==> run_1/placement_by_type.png <==
The bar under the picture is 50 um long.
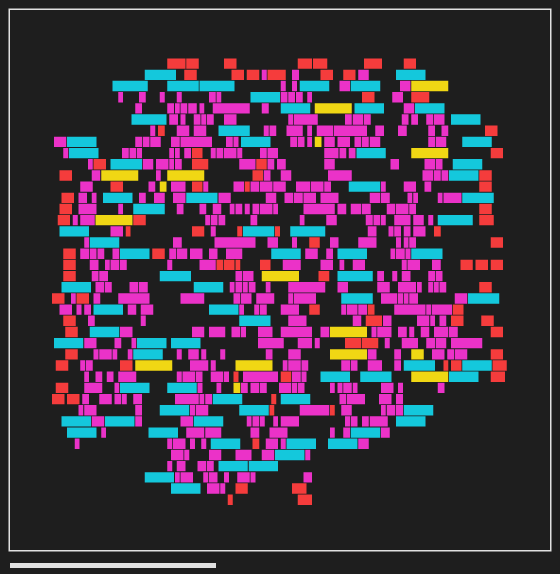
==> run_1/logic_types.png <==
The bar under the picture is 50 um long.
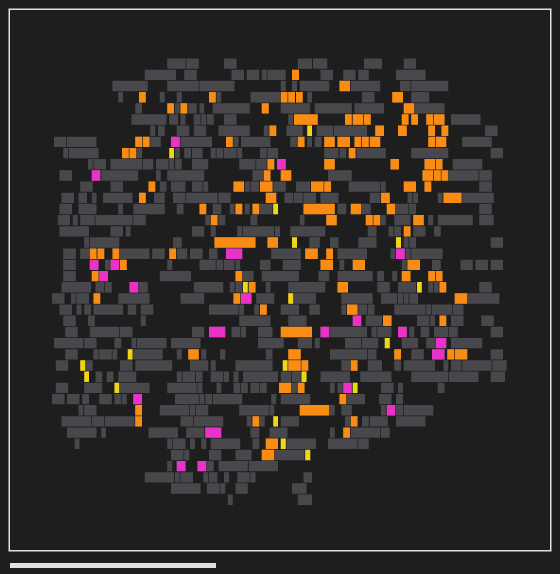
==> run_1/power_grid.png <==
Pins as bars on the die edge. Tap cells in grey.
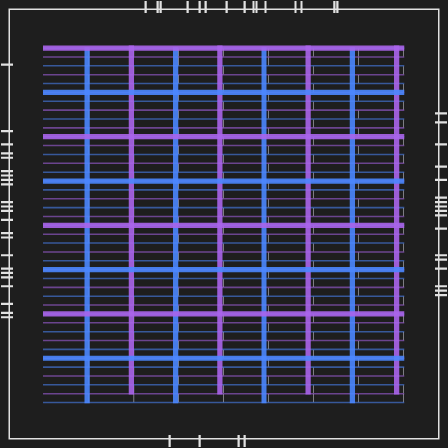
**src/rtl/imgproc_pkg.sv**
```systemverilog
// imgproc_pkg: shared pattern modes, source FSM states and pixel level constants
package imgproc_pkg;
  typedef enum logic [1:0] {BAYER_FLAT, HRAMP, VRAMP, CHECKER} patMode_e;
  typedef enum logic [1:0] {IDLE, ACTIVE, HBLANK, VBLANK} srcState_e;
  localparam logic [11:0] BAYER_G = 12'h800;
  localparam logic [11:0] BAYER_R = 12'hFFF;
  localparam logic [11:0] BAYER_B = 12'h000;
  localparam logic [11:0] CHECK_HI = 12'hFFF;
  localparam logic [11:0] CHECK_LO = 12'h000;
endpackage

```
**src/rtl/bayer_pattern_src_if.sv**
```systemverilog
// bayer_pattern_src_if: control inputs and raster pixel stream of the synthetic source
interface bayer_pattern_src_if;
  logic iSTART;
  logic iSTOP;
  logic [1:0] iMODE;
  logic [10:0] oX_Cont;
  logic [10:0] oY_Cont;
  logic [11:0] oDATA;
  logic oDVAL;
  logic oFVAL;
  logic oFRAME_DONE;
  logic [15:0] oFrame_Cont;
  modport master (
    input iSTART, iSTOP, iMODE,
    output oX_Cont, oY_Cont, oDATA, oDVAL, oFVAL, oFRAME_DONE, oFrame_Cont
  );
  modport slave (
    output iSTART, iSTOP, iMODE,
    input oX_Cont, oY_Cont, oDATA, oDVAL, oFVAL, oFRAME_DONE, oFrame_Cont
  );
endinterface

```
**src/rtl/bayer_pattern_value.sv**
```systemverilog
// bayer_pattern_value: maps pattern mode and pixel coordinates to a 12-bit raw sample
module bayer_pattern_value
  import imgproc_pkg::*;
(
  input patMode_e mode,
  input logic [10:0] x,
  input logic [10:0] y,
  output logic [11:0] pix
);
  // G R / B G cell for flat Bayer, ramps from the coordinates, 8x8 checker blocks
  always_comb
    pix = mode == BAYER_FLAT ? (y[0] ? (x[0] ? BAYER_G : BAYER_B) : (x[0] ? BAYER_R : BAYER_G)) :
          mode == HRAMP ? {x, 1'b0} :
          mode == VRAMP ? {y, 1'b0} :
          ((x[3] ^ y[3]) ? CHECK_HI : CHECK_LO);
endmodule

```
**src/rtl/bayer_pattern_src.sv**
```systemverilog
// bayer_pattern_src: raster timing FSM producing framed Bayer test patterns
module bayer_pattern_src
  import imgproc_pkg::*;
#(
  parameter int H_ACTIVE = 1280,
  parameter int V_ACTIVE = 960,
  parameter int H_BLANK = 16,
  parameter int V_BLANK = 4
) (
  input logic iCLK,
  input logic iRST,
  bayer_pattern_src_if.master bus
);
  localparam int LINE = H_ACTIVE + H_BLANK;
  localparam int CW = $clog2(LINE);
  localparam int LW = $clog2(V_BLANK + 1);
  localparam int HW = $clog2(H_BLANK + 1);
  localparam logic [10:0] xLast = 11'(H_ACTIVE - 1);
  localparam logic [10:0] yLast = 11'(V_ACTIVE - 1);
  localparam logic [HW-1:0] hLast = HW'(H_BLANK - 1);
  localparam logic [CW-1:0] cLast = CW'(LINE - 1);
  localparam logic [LW-1:0] lLast = LW'(V_BLANK - 1);
  srcState_e state;
  patMode_e modeLat, patMode;
  logic stopPending;
  logic [HW-1:0] hCnt;
  logic [CW-1:0] vCyc;
  logic [LW-1:0] vLine;
  logic [10:0] patX, patY;
  logic [11:0] patPix;
  // coordinates and mode of the pixel that would be emitted next cycle
  always_comb begin
    patMode = (state == IDLE || state == VBLANK) ? patMode_e'(bus.iMODE) : modeLat;
    patX = state == ACTIVE ? bus.oX_Cont + 11'd1 : '0;
    patY = state == HBLANK ? bus.oY_Cont + 11'd1 : state == ACTIVE ? bus.oY_Cont : '0;
  end
  bayer_pattern_value u_value (.mode(patMode), .x(patX), .y(patY), .pix(patPix));
  // raster FSM with registered pixel, strobe and frame outputs
  always_ff @(posedge iCLK) begin
    if (iRST) begin
      state <= IDLE;
      modeLat <= BAYER_FLAT;
      stopPending <= 1'b0;
      hCnt <= '0;
      vCyc <= '0;
      vLine <= '0;
      bus.oX_Cont <= '0;
      bus.oY_Cont <= '0;
      bus.oDATA <= '0;
      bus.oDVAL <= 1'b0;
      bus.oFVAL <= 1'b0;
      bus.oFRAME_DONE <= 1'b0;
      bus.oFrame_Cont <= '0;
    end else begin
      bus.oFRAME_DONE <= 1'b0;
      if (bus.iSTOP && state != IDLE) stopPending <= 1'b1;
      case (state)
        IDLE: if (bus.iSTART && !bus.iSTOP) begin
          state <= ACTIVE;
          modeLat <= patMode;
          bus.oX_Cont <= patX;
          bus.oY_Cont <= patY;
          bus.oDATA <= patPix;
          bus.oDVAL <= 1'b1;
          bus.oFVAL <= 1'b1;
        end
        ACTIVE: if (bus.oX_Cont == xLast) begin
          bus.oDVAL <= 1'b0;
          bus.oDATA <= '0;
          hCnt <= '0;
          vCyc <= '0;
          vLine <= '0;
          if (bus.oY_Cont == yLast) begin
            state <= VBLANK;
            bus.oFVAL <= 1'b0;
            bus.oFRAME_DONE <= 1'b1;
            bus.oFrame_Cont <= bus.oFrame_Cont + 16'd1;
          end else state <= HBLANK;
        end else begin
          bus.oX_Cont <= patX;
          bus.oDATA <= patPix;
        end
        HBLANK: if (hCnt == hLast) begin
          state <= ACTIVE;
          bus.oX_Cont <= patX;
          bus.oY_Cont <= patY;
          bus.oDATA <= patPix;
          bus.oDVAL <= 1'b1;
        end else hCnt <= hCnt + HW'(1);
        VBLANK: if (vCyc == cLast) begin
          vCyc <= '0;
          vLine <= vLine + LW'(1);
          if (vLine == lLast) begin
            if (stopPending || bus.iSTOP) begin
              state <= IDLE;
              stopPending <= 1'b0;
            end else begin
              state <= ACTIVE;
              modeLat <= patMode;
              bus.oX_Cont <= patX;
              bus.oY_Cont <= patY;
              bus.oDATA <= patPix;
              bus.oDVAL <= 1'b1;
              bus.oFVAL <= 1'b1;
            end
          end
        end else vCyc <= vCyc + CW'(1);
        default: state <= IDLE;
      endcase
    end
  end
endmodule

```
**src/flat_wrapper.sv**
```systemverilog
// flat-port wrapper written by rule: the top's interface ports become plain ports
module bayer_pattern_src_flat import imgproc_pkg::*;
#(
  parameter int H_ACTIVE = 1280,
  parameter int V_ACTIVE = 960,
  parameter int H_BLANK = 16,
  parameter int V_BLANK = 4
)
  (iCLK, iRST, bus_iSTART, bus_iSTOP, bus_iMODE, bus_oX_Cont, bus_oY_Cont, bus_oDATA, bus_oDVAL, bus_oFVAL, bus_oFRAME_DONE, bus_oFrame_Cont);
  bayer_pattern_src_if bus_i ();
  input logic iCLK;
  input logic iRST;
  input wire logic [$bits(bus_i.iSTART)-1:0] bus_iSTART;
  input wire logic [$bits(bus_i.iSTOP)-1:0] bus_iSTOP;
  input wire logic [$bits(bus_i.iMODE)-1:0] bus_iMODE;
  output wire logic [$bits(bus_i.oX_Cont)-1:0] bus_oX_Cont;
  output wire logic [$bits(bus_i.oY_Cont)-1:0] bus_oY_Cont;
  output wire logic [$bits(bus_i.oDATA)-1:0] bus_oDATA;
  output wire logic [$bits(bus_i.oDVAL)-1:0] bus_oDVAL;
  output wire logic [$bits(bus_i.oFVAL)-1:0] bus_oFVAL;
  output wire logic [$bits(bus_i.oFRAME_DONE)-1:0] bus_oFRAME_DONE;
  output wire logic [$bits(bus_i.oFrame_Cont)-1:0] bus_oFrame_Cont;
  assign bus_i.iSTART = bus_iSTART;
  assign bus_i.iSTOP = bus_iSTOP;
  assign bus_i.iMODE = bus_iMODE;
  assign bus_oX_Cont = bus_i.oX_Cont;
  assign bus_oY_Cont = bus_i.oY_Cont;
  assign bus_oDATA = bus_i.oDATA;
  assign bus_oDVAL = bus_i.oDVAL;
  assign bus_oFVAL = bus_i.oFVAL;
  assign bus_oFRAME_DONE = bus_i.oFRAME_DONE;
  assign bus_oFrame_Cont = bus_i.oFrame_Cont;
  bayer_pattern_src #(.H_ACTIVE(H_ACTIVE), .V_ACTIVE(V_ACTIVE), .H_BLANK(H_BLANK), .V_BLANK(V_BLANK)) u_core (.iCLK(iCLK), .iRST(iRST), .bus(bus_i));
endmodule
```
**config.mk**
```make
export PLATFORM = sky130hd
export DESIGN_NAME = bayer_pattern_src_flat
export DESIGN_NICKNAME = d
export VERILOG_FILES = /design/src/rtl/imgproc_pkg.sv /design/src/rtl/bayer_pattern_src_if.sv /design/src/rtl/bayer_pattern_value.sv /design/src/rtl/bayer_pattern_src.sv /design/src/flat_wrapper.sv
export SDC_FILE = /design/constraint.sdc
export NUM_CORES = 1
export LEC_CHECK = 0
export CAP_MARGIN = 15
export CORE_MARGIN = 10
export CORE_UTILIZATION = 35
export DETAILED_ROUTE_END_ITERATION = 10
export GPL_TIMING_DRIVEN = 0
export PLACE_DENSITY_LB_ADDON = 0.12
export SLEW_MARGIN = 15
export SYNTH_ARGS = -nofsm -noshare
export SYNTH_HDL_FRONTEND = slang
export SYNTH_SLANG_ARGS = --single-unit
```
**constraint.sdc**
```tcl
create_clock -name iCLK -period 2.3 [get_ports iCLK]
set_input_delay 0.46 -clock iCLK [delete_from_list [all_inputs] [get_ports iCLK]]
set_output_delay 0.46 -clock iCLK [all_outputs]
set_load 0.1 [all_outputs]
```
==> flow_summary.yaml, run 1 <==
# generated from flow reports
run_status:
  outcome: "finished, final reports clean"
pwr:
  switchingPower_mw: 2.37
  p_leak_nw: 2.23
  power_sequential_mw: 1.56
  top_power_group: "combinational logic"
  power_density_mw_per_mm2: 961
  p_total_mw: 5.51
  intPower_mw: 3.14
  swShare_pct: 43.0
  pg_clk_mw: 1.51
  powerComb_mw: 2.43
  combPwrFrac_pct: 44.2
  p_seq_share_pct: 28.4
  clkPwrFrac_pct: 27.5
worst_setup_path:
  cpMaxStageDelayCell: "clkdlybuf4s50_1"
  critPathMaxFanout: 2
  critPathKind: "reg2out"
  path_cells: "clkdlybuf4s50_1"
  slowest_delay_ps: 1120
  crit-reg2reg-capture: "u_core.bus.oFVAL$_SDFFE_PP0P_"
  critPathCaptureType: "primary output"
  crit_end: "bus_oY_Cont[4]"
  path_delay_family: "buffers and inverters"
  startpoint_type: "register"
  r2r-start: "u_core.bus.oX_Cont[0]$_SDFFE_PP0P_"
  r2r_cells: 6
  critPathArrivalTime_ps: 1800
  cp.required_ps: 1840
  reg2reg_slack_ps: 70
  startpoint: "u_core.bus.oY_Cont[4]$_SDFFE_PP0P_"
  path_depth: 1
  cp_num_buf_inv: 1
floorplan:
  chipArea_mm2: 0.0173
  ioPinCount: 59
  row_count: 40
  fp_util_pct: 36.0
  fp.coreArea_mm2: 0.0121
worst_hold_path:
  min_path_type: "reg2reg"
  hold_start: "u_core.bus.oDATA[11]$_SDFFE_PP0P_"
layout:
  final_net_count: 627
  fin_util_pct: 47.5
  drive_gt1_share_pct: 17.0
  syn2layout_area_growth_pct: 32.0
  antenna_cells: 0
clock_tree:
  clockBufferDepth: 2
  root_buffer: "clkbuf_16"
  clk_pin_slew_ps: 60
  cts_buffers: 9
  clock.latency.late_pin_ps: 350
  cts_hold_buf: 0
  cts_tree: "done"
  cts_sinks: 77
  htree_levels: 3
place:
  hpwlAfterDp_um: 9590
  gp_congestion: 0.884
  io_buffers: 57
global_route:
  grt_overflow: 0
  grt_pass1_vias: 3934
  antenna_found_initial: 0
  grt_pass1_wl_um: 21100
  grt_util_all_layers_pct: 14.8
  grt_max_degree: 14
final_timing:
  holdWs_ps: 457
  slew_headroom_pct: 33.3
  slew_violations: 0
  period_used_pct: 98.4
  hold_viol: 0
  layout_min_cycle_time_ps: 2260
  rsz0062_at_grt: "yes"
  setup-tns-final_ps: 0
  setup_viol: 0
  worst_pin_slew_ps: 1000
  fin_skew_ps: 8.17
  timing.fmax_mhz: 442
synth:
  ys_seq_share_pct: 35.5
  common_cells: "77 x dfxtp_1, 63 x nor2_1, 50 x a21oi_1"
  synth.avg_cell_area_um2: 8.13
  syn_inst: 534
  async_flop_share_pct: 0
  synth_warnings: 0
  ys_types: 64
  synth_flop_count: 77
  ys_cells: 534
  area_leaders: "dfxtp_1 36%, a21oi_1 5.8%, nor2_1 5.4%"
  yosysTopAreaCell: "dfxtp_1"
  ys_chip_area_mm2: 0.00434
  synth-edff-count: 0
  fp_nets: 554
  synth_top_area_share_pct: 35.5
  top_cell: "dfxtp_1"
  ff_type: "dfxtp_1"
  synth_area_mm2: 0.00434
drt:
  wl_um: 13200
  vias: 4131
  wire_per_inst_um: 16.9
  ant_nets: 0
  dr.first_iter.drc_count: 399
  viasPerCell: 5.30
  drtPass1Iterations: 5
  route.detailed.drc: 0
run:
  warning_count: 33
  cap_violations: 0
Notes on placement_by_type.png above:
| colour | class | cells |
|---|---|---|
| red | other buffers and delay cells | 89 |
| cyan | flops | 77 |
| yellow | clock drivers and dummy loads | 16 |
| magenta | combinational and other logic | 430 |

Notes on logic_types.png above:
| colour | family | cells |
|---|---|---|
| orange | inverting AOI/OAI gates | 119 |
| magenta | AND and OR gates | 22 |
| yellow | inverters | 19 |

Notes on power_grid.png above:
| colour | net |
|---|---|
| blue | VSS |
| purple | VDD |
met4 straps: 8
tap cells: 168
DIE WIDTH: 131 um
Worst IR Drop VDD: 0.000465 V

==> run 1: stage by stage <==
step,std cells,instance area (um2),worst slack [ps]
2_1_floorplan,534,4390,-35.8
3_3_place_gp,759,5170,-411
3_5_place_dp,759,5170,-444
4_1_cts,776,5560,8.23
5_1_grt,780,5730,-36.8
6_report,780,5730,37.8
==> run 1: cells by family after synthesis <==
| group | share of synthesized area (%) |
|---|---|
| AOI/OAI and AO/OA | 19.4 |
| and+or+nand+nor | 26.9 |
| DFF | 35.5 |
| buffers and inverters | 4.67 |
| xor gates and xnor gates | 6.86 |
| adders and majority gates | 4.03 |
| muxes | 2.68 |
==> run 1: layout make-up <==
cell class,count,area (um2)
clock buffer,12,300
timing repair buffer,65,583
clock inverter,4,23.8
sequential,77,1580
inverter,19,71.3
fill,1186,6330
buffer,24,141
multi-input combinational,411,2820
tap,168,210
==> run 1: worst min path at each step <==
stage	cells after the start	slack (ps)	end
global placement	2	440	u_core.bus.oDATA[11]$_SDFFE_PP0P_
finish	2	460	u_core.bus.oDATA[11]$_SDFFE_PP0P_
CTS	2	470	u_core.bus.oDATA[11]$_SDFFE_PP0P_
global route	2	490	u_core.vLine[1]$_SDFFE_PP0P_
floorplan	2	440	u_core.vLine[1]$_SDFFE_PP0P_
detailed placement	2	460	u_core.bus.oDATA[11]$_SDFFE_PP0P_
==> run 1: state kept, by name (all words and copies together), names as in the netlist <==
name and cells:
u_core.bus.oDATA 12, u_core.vCyc 11, u_core.vLine 3, u_core.bus.oY_Cont 11
u_core.bus.oFVAL 1, u_core.bus.oX_Cont 11, u_core.stopPending 1, u_core.state 2
u_core.hCnt 5, u_core.bus.oDVAL 1, u_core.bus.oFrame_Cont 16, u_core.bus.oFRAME_DONE 1
u_core.modeLat 2
==> run 1: repair_timing <==
action,CTS,global route
pin swaps,0,8
buffers inserted,2,6
setup endpoints to repair,83,59
gates resized,70,30
gates cloned,0,0
==> run 1: cells in the final DEF (no fill, tap or decap), types with 3 or more instances in the layout <==
cell              n
nor4_1            4
dfxtp_2          16
inv_1            18
buf_6             4
clkinv_2          3
and2_1            5
buf_2             3
nand2b_1          9
clkbuf_1         11
mux2_2            5
nor3_1           19
dfxtp_4           6
a22oi_1           4
o22ai_1           5
o21ai_0          19
a211oi_1         11
nand2_1          42
dfxtp_1          55
dlygate4sd2_1    46
nor4_2            4
and3_1            3
ha_1             11
nor2_1           62
nand3_1          18
a21oi_1          50
a311oi_1          5
xnor2_1          18
buf_4            10
clkbuf_16        12
clkdlybuf4s50_1   7
mux2i_1           4
xor2_1           15
nand3b_1          6
o211a_1           3
dlymetal6s2s_1    4
nand4_1          10
or3_1             6
nor2b_1           7
==> run 1: metal layers <==
layer | global-route usage [%] | vias to the layer above | part of all wire, % | wire length (um)
met3 | 5.75 | 10 | 6.7 | 879
met2 | 23.2 | 104 | 45 | 5880
met4 | 3.34 | 0 | 1.0 | 132
met5 | 0 | - | 0 | 0
met1 | 18.8 | 1945 | 48 | 6270
li1 | - | 2072 | - | -
==> run 2: changes to the inputs <==
--- a/config.mk
+++ b/config.mk
@@ -6,11 +6,10 @@
 export NUM_CORES = 1
 export LEC_CHECK = 0
 export CAP_MARGIN = 15
-export CORE_MARGIN = 10
+export CORE_MARGIN = 3
 export CORE_UTILIZATION = 35
 export DETAILED_ROUTE_END_ITERATION = 10
 export GPL_TIMING_DRIVEN = 0
-export PLACE_DENSITY_LB_ADDON = 0.12
 export SLEW_MARGIN = 15
 export SYNTH_ARGS = -nofsm -noshare
 export SYNTH_HDL_FRONTEND = slang
==> flow_summary.yaml, run 2 <==
# generated from flow reports
drt:
  viasPerCell: 5.38
  ant_nets: 0
  vias: 4182
  wl_um: 12500
synth:
  ys_seq_share_pct: 35.5
  fp_nets: 554
  ys_cells: 534
  yosysTopAreaCell: "dfxtp_1"
  common_cells: "77 x dfxtp_1, 63 x nor2_1, 50 x a21oi_1"
  async_flop_share_pct: 0
  syn_inst: 534
  synth_area_mm2: 0.00434
  synth-edff-count: 0
  synth_warnings: 0
  ys_types: 64
  synth_top_area_share_pct: 35.5
  ff_type: "dfxtp_1"
  area_leaders: "dfxtp_1 36%, a21oi_1 5.8%, nor2_1 5.4%"
layout:
  largest_reg_flops: 16
  antenna_cells: 0
  lay_top_count: "nor2_1"
  nFillCells: 1188
  final_cell_area_mm2: 0.00571
  lay_top_cells: "62 x nor2_1, 55 x dfxtp_1, 50 x a21oi_1"
  largestRegisters: "u_core.bus.oFrame_Cont x16, u_core.bus.oDATA x12"
  final_net_count: 624
clock_tree:
  cts_tree: "done"
  root_buffer: "clkbuf_16"
  clock.latency.late_pin_ps: 350
  clk_pin_slew_ps: 60
worst_setup_path:
  path_delay_family: "buffers and inverters"
  path_cells: "clkdlybuf4s50_1"
  critPathCaptureType: "primary output"
  critPathKind: "reg2out"
  startpoint_type: "register"
final_timing:
  hold_viol: 0
  setup-tns-final_ps: 0
  rsz0062_at_grt: "yes"
  layout_min_cycle_time_ps: 2260
  worst_pin_slew_ps: 1000
  slew_headroom_pct: 33.5
  timing.fmax_mhz: 442
  slew_violations: 0
floorplan:
  fp.coreArea_mm2: 0.0121
  ioPinCount: 59
pwr:
  power_density_mw_per_mm2: 967
  p_total_mw: 5.52
place:
  gp_congestion: 0.891
  dpl-instance-area_mm2: 0.00517
  placed_cells: 759
  hpwlAfterDp_um: 9060
global_route:
  antenna_found_initial: 0
  top_usage_layer: "met2"
  grt_util_all_layers_pct: 18.1
  grt_util_met2_pct: 28.8
  grt_overflow: 0
  use_met1_pct: 23.9
run:
  cap_violations: 0
  warning_count: 33
worst_hold_path:
  min_path_type: "reg2reg"
run_status:
  outcome: "finished, final reports clean"
==> run 2: kinds of logic after synthesis <==
kind of cell             count (synthesis)  share of synthesized area, %
AND-OR/OR-AND                          130                          19.4
XOR/XNOR                                34                          6.86
adder cells (fa/ha/maj)                 14                          4.03
buffers and inverters                   46                          4.67
flip-flops                              77                          35.5
multiplexers                            11                          2.68
AND/OR/NAND/NOR                        222                          26.9
==> run 2: final cells by class <==
type                            instances  area (um2)  share of cell area [%]
Buffer                                 24         148                    2.59
Clock buffer                           12         256                    4.49
Clock inverter                          4        70.1                    1.23
Inverter                               19        71.3                    1.25
Multi-Input combinational cell        411        2820                    49.4
Sequential cell                        77        1580                    27.8
Tap cell                              168         210                    3.68
Timing Repair Buffer                   62         551                    9.65
==> run 2: layer usage <==
metal  up-vias  wire length (um)
li1       2063                 -
met1      1985              5870
met2       121              5750
met3        13               769
met4         0               156
met5         -                 0
==> run 2: metrics by stage <==
| stage | hold slack, ps | setup slack, ps |
|---|---|---|
| floorplan | 436 | -35.8 |
| detailed placement | 460 | -459 |
| CTS | 468 | 0.858 |
| global placement | 444 | -420 |
| global route | 504 | -64.0 |
| finish | 460 | 35.3 |
==> run 2: final timing paths <==
check                                           from                                end  slack (ps)  cells after the start
hold / removal     u_core.bus.oDATA[11]$_SDFFE_PP0P_  u_core.bus.oDATA[11]$_SDFFE_PP0P_         460                      2
setup reg to reg  u_core.bus.oX_Cont[0]$_SDFFE_PP0P_      u_core.bus.oFVAL$_SDFFE_PP0P_          80                      6
setup / recovery    u_core.bus.oDATA[0]$_SDFFE_PP0P_                       bus_oDATA[0]          40                      1
hold reg to reg    u_core.bus.oDATA[11]$_SDFFE_PP0P_  u_core.bus.oDATA[11]$_SDFFE_PP0P_         460                      2
==> run 2: power by group <==
part | leakage (nW) | switching (mW) | internal, mW | total (mW)
Clock | 0.163 | 0.559 | 1.01 | 1.57
Sequential | 0.635 | 0.109 | 1.45 | 1.56
Combinational | 1.34 | 1.64 | 0.752 | 2.40
Total | 2.13 | 2.31 | 3.20 | 5.52
==> run 2: what timing repair did <==
item | in CTS | in global routing
pin swaps | 0 | 5
gates resized | 67 | 32
setup buffers | 0 | 5
setup endpoints to repair | 81 | 51
==> run_2/power_grid.png <==
Pins as bars on the die edge. Tap cells in grey.
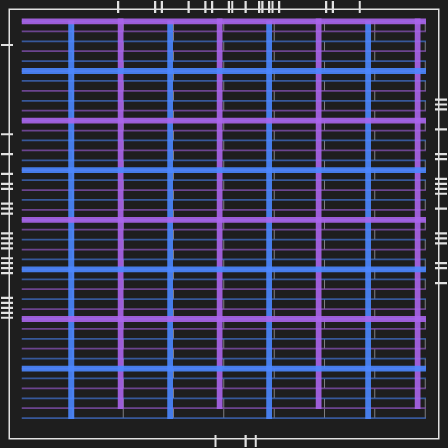
| colour | net |
|---|---|
| purple | VDD |
| blue | VSS |
tap cells: 168
met4 straps: 8
signal pins: 59
met5 straps: 8
met1 rails: 41
Worst IR Drop VDD: 0.000381 V
Die Span Y: 117 um

==> run_2/clk_routes.png <==
The bar under the picture is 20 um long.
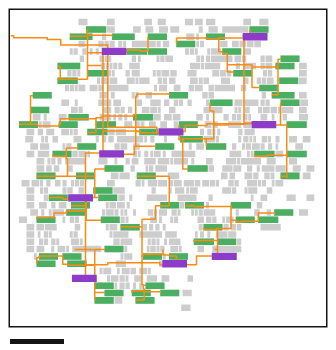
[orange] clock wires | length: 1140 um
[purple] clock drivers | count: 9
[green] flip-flops | count: 77
flops lie: spread over the die

Power figures rest on the tool's default switching activity, not on a simulated workload.
